**config.mk**
```make
export PLATFORM = sky130hd
export DESIGN_NAME = obstacle_scroller
export DESIGN_NICKNAME = d
export VERILOG_FILES = /design/src/rtl/obstacle_scroller.sv
export SDC_FILE = /design/constraint.sdc
export NUM_CORES = 1
export LEC_CHECK = 0
export CAP_MARGIN = 10
export CORE_MARGIN = 8
export CORE_UTILIZATION = 35
export CTS_BUF_LIST = sky130_fd_sc_hd__clkbuf_2 sky130_fd_sc_hd__clkbuf_4 sky130_fd_sc_hd__clkbuf_8
export DETAILED_ROUTE_END_ITERATION = 10
export PLACE_DENSITY = 0.71
export SETUP_SLACK_MARGIN = 0.3
export SYNTH_ARGS = -nofsm -noshare
export SYNTH_HDL_FRONTEND = slang
export SYNTH_SLANG_ARGS = --single-unit
```
**constraint.sdc**
```tcl
create_clock -name i_clk -period 3.3 [get_ports i_clk]
set_input_delay 0.66 -clock i_clk [delete_from_list [all_inputs] [get_ports i_clk]]
set_output_delay 0.66 -clock i_clk [all_outputs]
set_load 0.01 [all_outputs]
```
**src/rtl/obstacle_scroller.sv**
```systemverilog
// -----------------------------------------------------------------------------
// obstacle_scroller
// Scrolling pipe field for a flappy-bird style game. Pipes are generated in
// column 0 every SPACING ticks with a random opening taken from a Fibonacci
// LFSR, shift one column towards COLS-1 per accepted tick, and are counted as
// they pass the bird column.
//
// Optional feature macro: OBSTACLE_SHRINK_EN
//   When defined, the pipe opening narrows by one row for every eight pipes
//   passed, never below one row.
//
// Ports
//   i_clk          clock, rising edge
//   i_rst_n        asynchronous active-low reset
//   i_start        IDLE->RUN or FROZEN->IDLE command (level sampled)
//   i_tick         one-cycle scroll enable
//   i_halt         loss indication, freezes the field
//   i_seed_load    load LFSR from i_seed (zero seed loads 1)
//   i_seed         LFSR seed value
//   o_grid         pixel field, bit [c*ROWS+r] = column c, row r
//   o_score_pulse  one-cycle pulse when a pipe leaves BIRD_COL
//   o_pipe_count   pipes passed, saturating at 255
//   o_running      high while in RUN
// -----------------------------------------------------------------------------
module obstacle_scroller #(
    parameter int unsigned ROWS     = 8,
    parameter int unsigned COLS     = 8,
    parameter int unsigned GAP      = 3,
    parameter int unsigned SPACING  = 4,
    parameter int unsigned BIRD_COL = 6,
    parameter int unsigned LFSR_W   = 8
) (
    input  logic                   i_clk,
    input  logic                   i_rst_n,
    input  logic                   i_start,
    input  logic                   i_tick,
    input  logic                   i_halt,
    input  logic                   i_seed_load,
    input  logic [LFSR_W-1:0]      i_seed,
    output logic [ROWS*COLS-1:0]   o_grid,
    output logic                   o_score_pulse,
    output logic [7:0]             o_pipe_count,
    output logic                   o_running
);

    localparam int unsigned GRID_W = ROWS * COLS;
    localparam int unsigned SP_W   = (SPACING > 2) ? $clog2(SPACING) : 1;

    // Maximal-length tap masks (bit n-1 set for tap n); widths outside the
    // table fall back to taps {W, W-1}, which is not guaranteed maximal.
    function automatic logic [31:0] lfsr_taps(input int unsigned w);
        logic [31:0] taps;
        case (w)
            4:       taps = 32'h0000_000C;
            5:       taps = 32'h0000_0014;
            6:       taps = 32'h0000_0030;
            7:       taps = 32'h0000_0060;
            8:       taps = 32'h0000_00B8;
            9:       taps = 32'h0000_0110;
            10:      taps = 32'h0000_0240;
            11:      taps = 32'h0000_0500;
            12:      taps = 32'h0000_0829;
            13:      taps = 32'h0000_100D;
            14:      taps = 32'h0000_2015;
            15:      taps = 32'h0000_6000;
            16:      taps = 32'h0000_D008;
            32:      taps = 32'h8020_0003;
            default: taps = 32'h0000_0003 << (w - 2);
        endcase
        return taps;
    endfunction

    localparam logic [31:0] TAPS_ALL = lfsr_taps(LFSR_W);

    typedef enum logic [1:0] {
        S_IDLE   = 2'd0,
        S_RUN    = 2'd1,
        S_FROZEN = 2'd2
    } state_t;

    state_t                 r_state;
    state_t                 w_state_next;
    logic                   w_accept;
    logic                   w_clear;

    logic                   r_running;
    logic [GRID_W-1:0]      r_grid;
    logic [SP_W-1:0]        r_sp_cnt;
    logic [7:0]             r_pipe_count;
    logic                   r_score;
    logic [LFSR_W-1:0]      r_lfsr;

    logic                   w_fb;
    logic [ROWS-1:0]        w_bird_col;
    logic [ROWS-1:0]        w_pipe_col;
    logic [ROWS-1:0]        w_new_col;
    int unsigned            w_gap;
    int unsigned            w_mod;
    int unsigned            w_offset;

    // State register; running mirrors the state being entered.
    always_ff @(posedge i_clk or negedge i_rst_n) begin
        if (!i_rst_n) begin
            r_state   <= S_IDLE;
            r_running <= 1'b0;
        end else begin
            r_state   <= w_state_next;
            r_running <= (w_state_next == S_RUN);
        end
    end

    // Next state; halt wins over tick, and ticks only count while running.
    always_comb begin
        w_state_next = r_state;
        w_accept     = 1'b0;
        w_clear      = 1'b0;
        case (r_state)
            S_IDLE: begin
                if (i_start) w_state_next = S_RUN;
            end
            S_RUN: begin
                if (i_halt)      w_state_next = S_FROZEN;
                else if (i_tick) w_accept     = 1'b1;
            end
            S_FROZEN: begin
                if (i_start) begin
                    w_state_next = S_IDLE;
                    w_clear      = 1'b1;
                end
            end
            default: w_state_next = S_IDLE;
        endcase
    end

    // Effective opening height.
    always_comb begin
`ifdef OBSTACLE_SHRINK_EN
        int unsigned shrink;
        shrink = 32'(r_pipe_count[7:3]);
        w_gap  = (GAP > shrink) ? (GAP - shrink) : 32'd1;
`else
        w_gap  = GAP;
`endif
    end

    // New entry column: pipe with a clear band at lfsr mod (ROWS-G+1).
    always_comb begin
        w_mod    = ROWS - w_gap + 1;
        w_offset = 32'(r_lfsr) % w_mod;
        for (int unsigned r = 0; r < ROWS; r++) begin
            w_pipe_col[r] = !((r >= w_offset) && (r < w_offset + w_gap));
        end
        w_new_col = (r_sp_cnt == '0) ? w_pipe_col : '0;
    end

    assign w_fb       = ^(r_lfsr & TAPS_ALL[LFSR_W-1:0]);
    assign w_bird_col = r_grid[BIRD_COL*ROWS +: ROWS];

    // Field, spacing counter and scoring.
    always_ff @(posedge i_clk or negedge i_rst_n) begin
        if (!i_rst_n) begin
            r_grid       <= '0;
            r_sp_cnt     <= '0;
            r_pipe_count <= '0;
            r_score      <= 1'b0;
        end else begin
            r_score <= 1'b0;
            if (w_clear) begin
                r_grid       <= '0;
                r_sp_cnt     <= '0;
                r_pipe_count <= '0;
            end else if (w_accept) begin
                r_grid   <= {r_grid[GRID_W-ROWS-1:0], w_new_col};
                r_sp_cnt <= (r_sp_cnt == SP_W'(SPACING - 1)) ? '0 : r_sp_cnt + 1'b1;
                if (|w_bird_col) begin
                    r_score <= 1'b1;
                    if (r_pipe_count != 8'hFF) r_pipe_count <= r_pipe_count + 8'd1;
                end
            end
        end
    end

    // Random source; an explicit seed load overrides the tick advance.
    always_ff @(posedge i_clk or negedge i_rst_n) begin
        if (!i_rst_n) begin
            r_lfsr <= LFSR_W'(1);
        end else if (i_seed_load) begin
            r_lfsr <= (i_seed == '0) ? LFSR_W'(1) : i_seed;
        end else if (w_accept) begin
            r_lfsr <= {r_lfsr[LFSR_W-2:0], w_fb};
        end
    end

    assign o_grid        = r_grid;
    assign o_score_pulse = r_score;
    assign o_pipe_count  = r_pipe_count;
    assign o_running     = r_running;

endmodule

```
==> run_summary.xml <==
<?xml version="1.0" encoding="UTF-8"?>
<metrics>
  <group name="job">
    <metric name="maxCapViolations" unit="">0</metric>
  </group>
  <group name="yosys">
    <metric name="synth_cell_types" unit="">65</metric>
    <metric name="synth.top_cell.area_share" unit="">0.520</metric>
    <metric name="synth-adder-area-share" unit="">0.0214</metric>
    <metric name="synth.largest_area_cell" unit="">dfrtp_1</metric>
    <metric name="post_synth_instance_area" unit="um^2">4090</metric>
    <metric name="netlist_top_cells_count" unit="">dfrtp_1 (85), a22o_1 (53), nand2_1 (31), nor2_1 (21), clkbuf_1 (18)</metric>
    <metric name="yosys.area_share.simple" unit="">0.107</metric>
    <metric name="synthTopLogicFamily" unit="">AND-OR/OR-AND gates</metric>
    <metric name="synth_xor_xnor_area_share" unit="">0.0254</metric>
  </group>
  <group name="clock_network">
    <metric name="cts_tree" unit="">done</metric>
    <metric name="clk_root_buffer_cell" unit="">clkbuf_8</metric>
    <metric name="holdBufCountCts" unit="">0</metric>
  </group>
  <group name="final_layout">
    <metric name="clkbuf_count" unit="">10</metric>
    <metric name="fin_cells" unit="">609</metric>
    <metric name="num-nonclk-inverters" unit="">9</metric>
    <metric name="seq_area_frac" unit="">0.389</metric>
    <metric name="drive_above_1_share" unit="">0.155</metric>
    <metric name="final-clk-cell-share" unit="">0.0346</metric>
    <metric name="register_area" unit="um^2">2150</metric>
  </group>
  <group name="timing">
    <metric name="rsz_0062_raised_after_global_routing" unit="">true</metric>
    <metric name="worst-slew-pin-transition" unit="ns">1.08</metric>
    <metric name="period_used_share" unit="">0.997</metric>
    <metric name="finalHoldWorstSlack" unit="ns">0.481</metric>
  </group>
  <group name="routing">
    <metric name="remaining_drc_errors" unit="">0</metric>
    <metric name="detail_route.wl_per_cell" unit="um">17.6</metric>
    <metric name="antenna_left" unit="">0</metric>
    <metric name="drtPass1Iterations" unit="">4</metric>
  </group>
  <group name="worst_setup_path">
    <metric name="end_kind" unit="">flip-flop</metric>
    <metric name="cp_slowest_stage_delay" unit="ns">0.39</metric>
    <metric name="timing.critical_path.buf_inv" unit="">1</metric>
    <metric name="timing.critical_path.fanout_max" unit="">8</metric>
    <metric name="cp_data_arrival_time" unit="ns">3.53</metric>
  </group>
  <group name="die">
    <metric name="fp_util" unit="">0.358</metric>
    <metric name="design.die.area" unit="um^2">15400</metric>
    <metric name="die_h" unit="um">124</metric>
  </group>
  <group name="placed_design">
    <metric name="hpwl" unit="um">7550</metric>
    <metric name="io_buffer_count" unit="">87</metric>
  </group>
  <group name="grt">
    <metric name="global_route.usage.total" unit="">0.136</metric>
  </group>
  <group name="outcome">
    <metric name="status" unit="">completed</metric>
  </group>
</metrics>
-- worst register-to-register path: stages, from the launching register on --
cell and delay, ns:
dfrtp_1 0.39, ha_1 0.29, and2b_4 0.29, mux2i_4 0.29
a2111oi_4 0.11, mux2i_1 0.19, and2_4 0.20, a21oi_4 0.06
xnor2_2 0.15, ha_4 0.17, inv_4 0.08, o41a_1 0.21
o31ai_4 0.10, a41oi_4 0.30, o211ai_1 0.14, a32o_1 0.23
-- path summary, 6_finish.rpt --
| kind | cells after the start | endpoint | startpoint | slack, ns |
|---|---|---|---|---|
| worst max-delay path | 15 | o_grid[2] | r_lfsr[7] | 0.008 |
| worst min-delay path | 1 | o_grid[42] | i_rst_n | 0.48 |
| worst max register to register | 15 | o_grid[2] | r_lfsr[7] | 0.008 |
| worst min register to register | 1 | o_grid[56] | o_grid[56] | 0.51 |
| max in group asynchronous | 1 | o_pipe_count[1] | i_rst_n | 2.11 |
| min in group i_clk | 1 | o_grid[56] | o_grid[56] | 0.51 |
-- flip-flops by register name, summed over array words and instances, names as in the netlist --
| signal | count |
|---|---|
| o_running | 1 |
| r_state | 2 |
| r_sp_cnt | 2 |
| o_grid | 64 |
| r_lfsr | 8 |
| o_score_pulse | 1 |
| o_pipe_count | 8 |
-- power breakdown --
group	switching, W	internal (W)
logic	0.000872	0.000959
registers	0.000273	0.00133
clock network	0.000406	0.000306
total	0.00155	0.00259
-- per-layer routing --
| metal | wire [um] | track usage |
|---|---|---|
| met1 | 4760 | 0.175 |
| met2 | 5100 | 0.223 |
| met3 | 715 | 0.0313 |
| met4 | 147 | 0.0394 |
| met5 | 0 | 0 |
Figure 1. Sequential cells colored by netlist name.
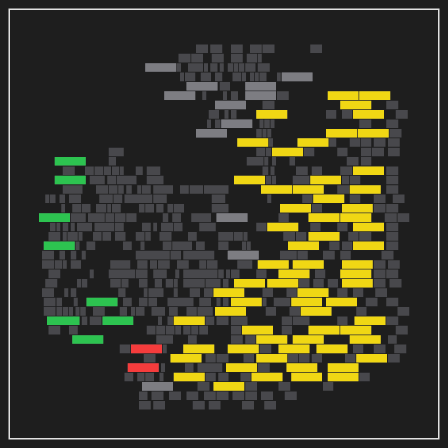
`r_state`: drawn in red, sequential cells 2. `o_grid`: drawn in yellow, sequential cells 64. `r_lfsr`: drawn in green, sequential cells 8.
Another 12 sequential cells are not colored.
post-layout utilization of the core: 0.485
power dissipated in sequential cells: 0.00160 W

Figure 2. M1 wires.
Supply wires on this layer in gray. Cells faint in the background.
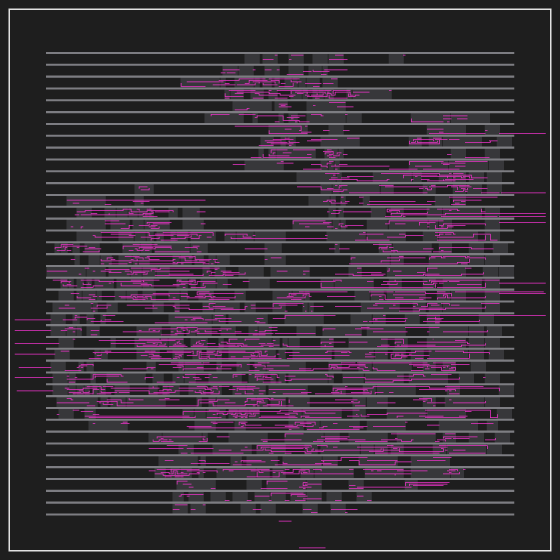
420 nets have wire on it. The layer holds 44% of the routed length. The wires run mostly horizontal. The longest straight run is 31.7 um. The layer carries 4760 um of wire.
grt met1 use: 0.175
routed wire length: 10700 um
total via count after detailed routing: 3351

Figure 3. Signal wires on met2.
Cells faint in the background.
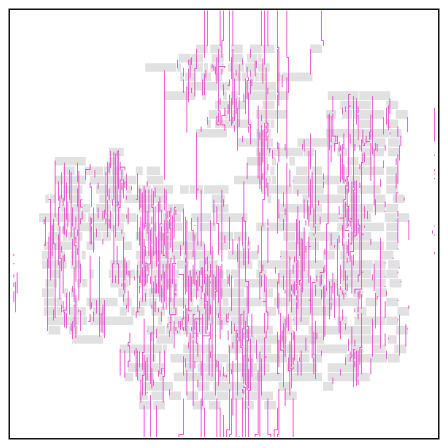
The longest straight run is 47.6 um. The layer carries 5100 um of wire. 429 nets have wire on it. The layer holds 48% of the routed length.
met2 Usage GRT: 0.223

Power is estimated from default activity; no workload was simulated.
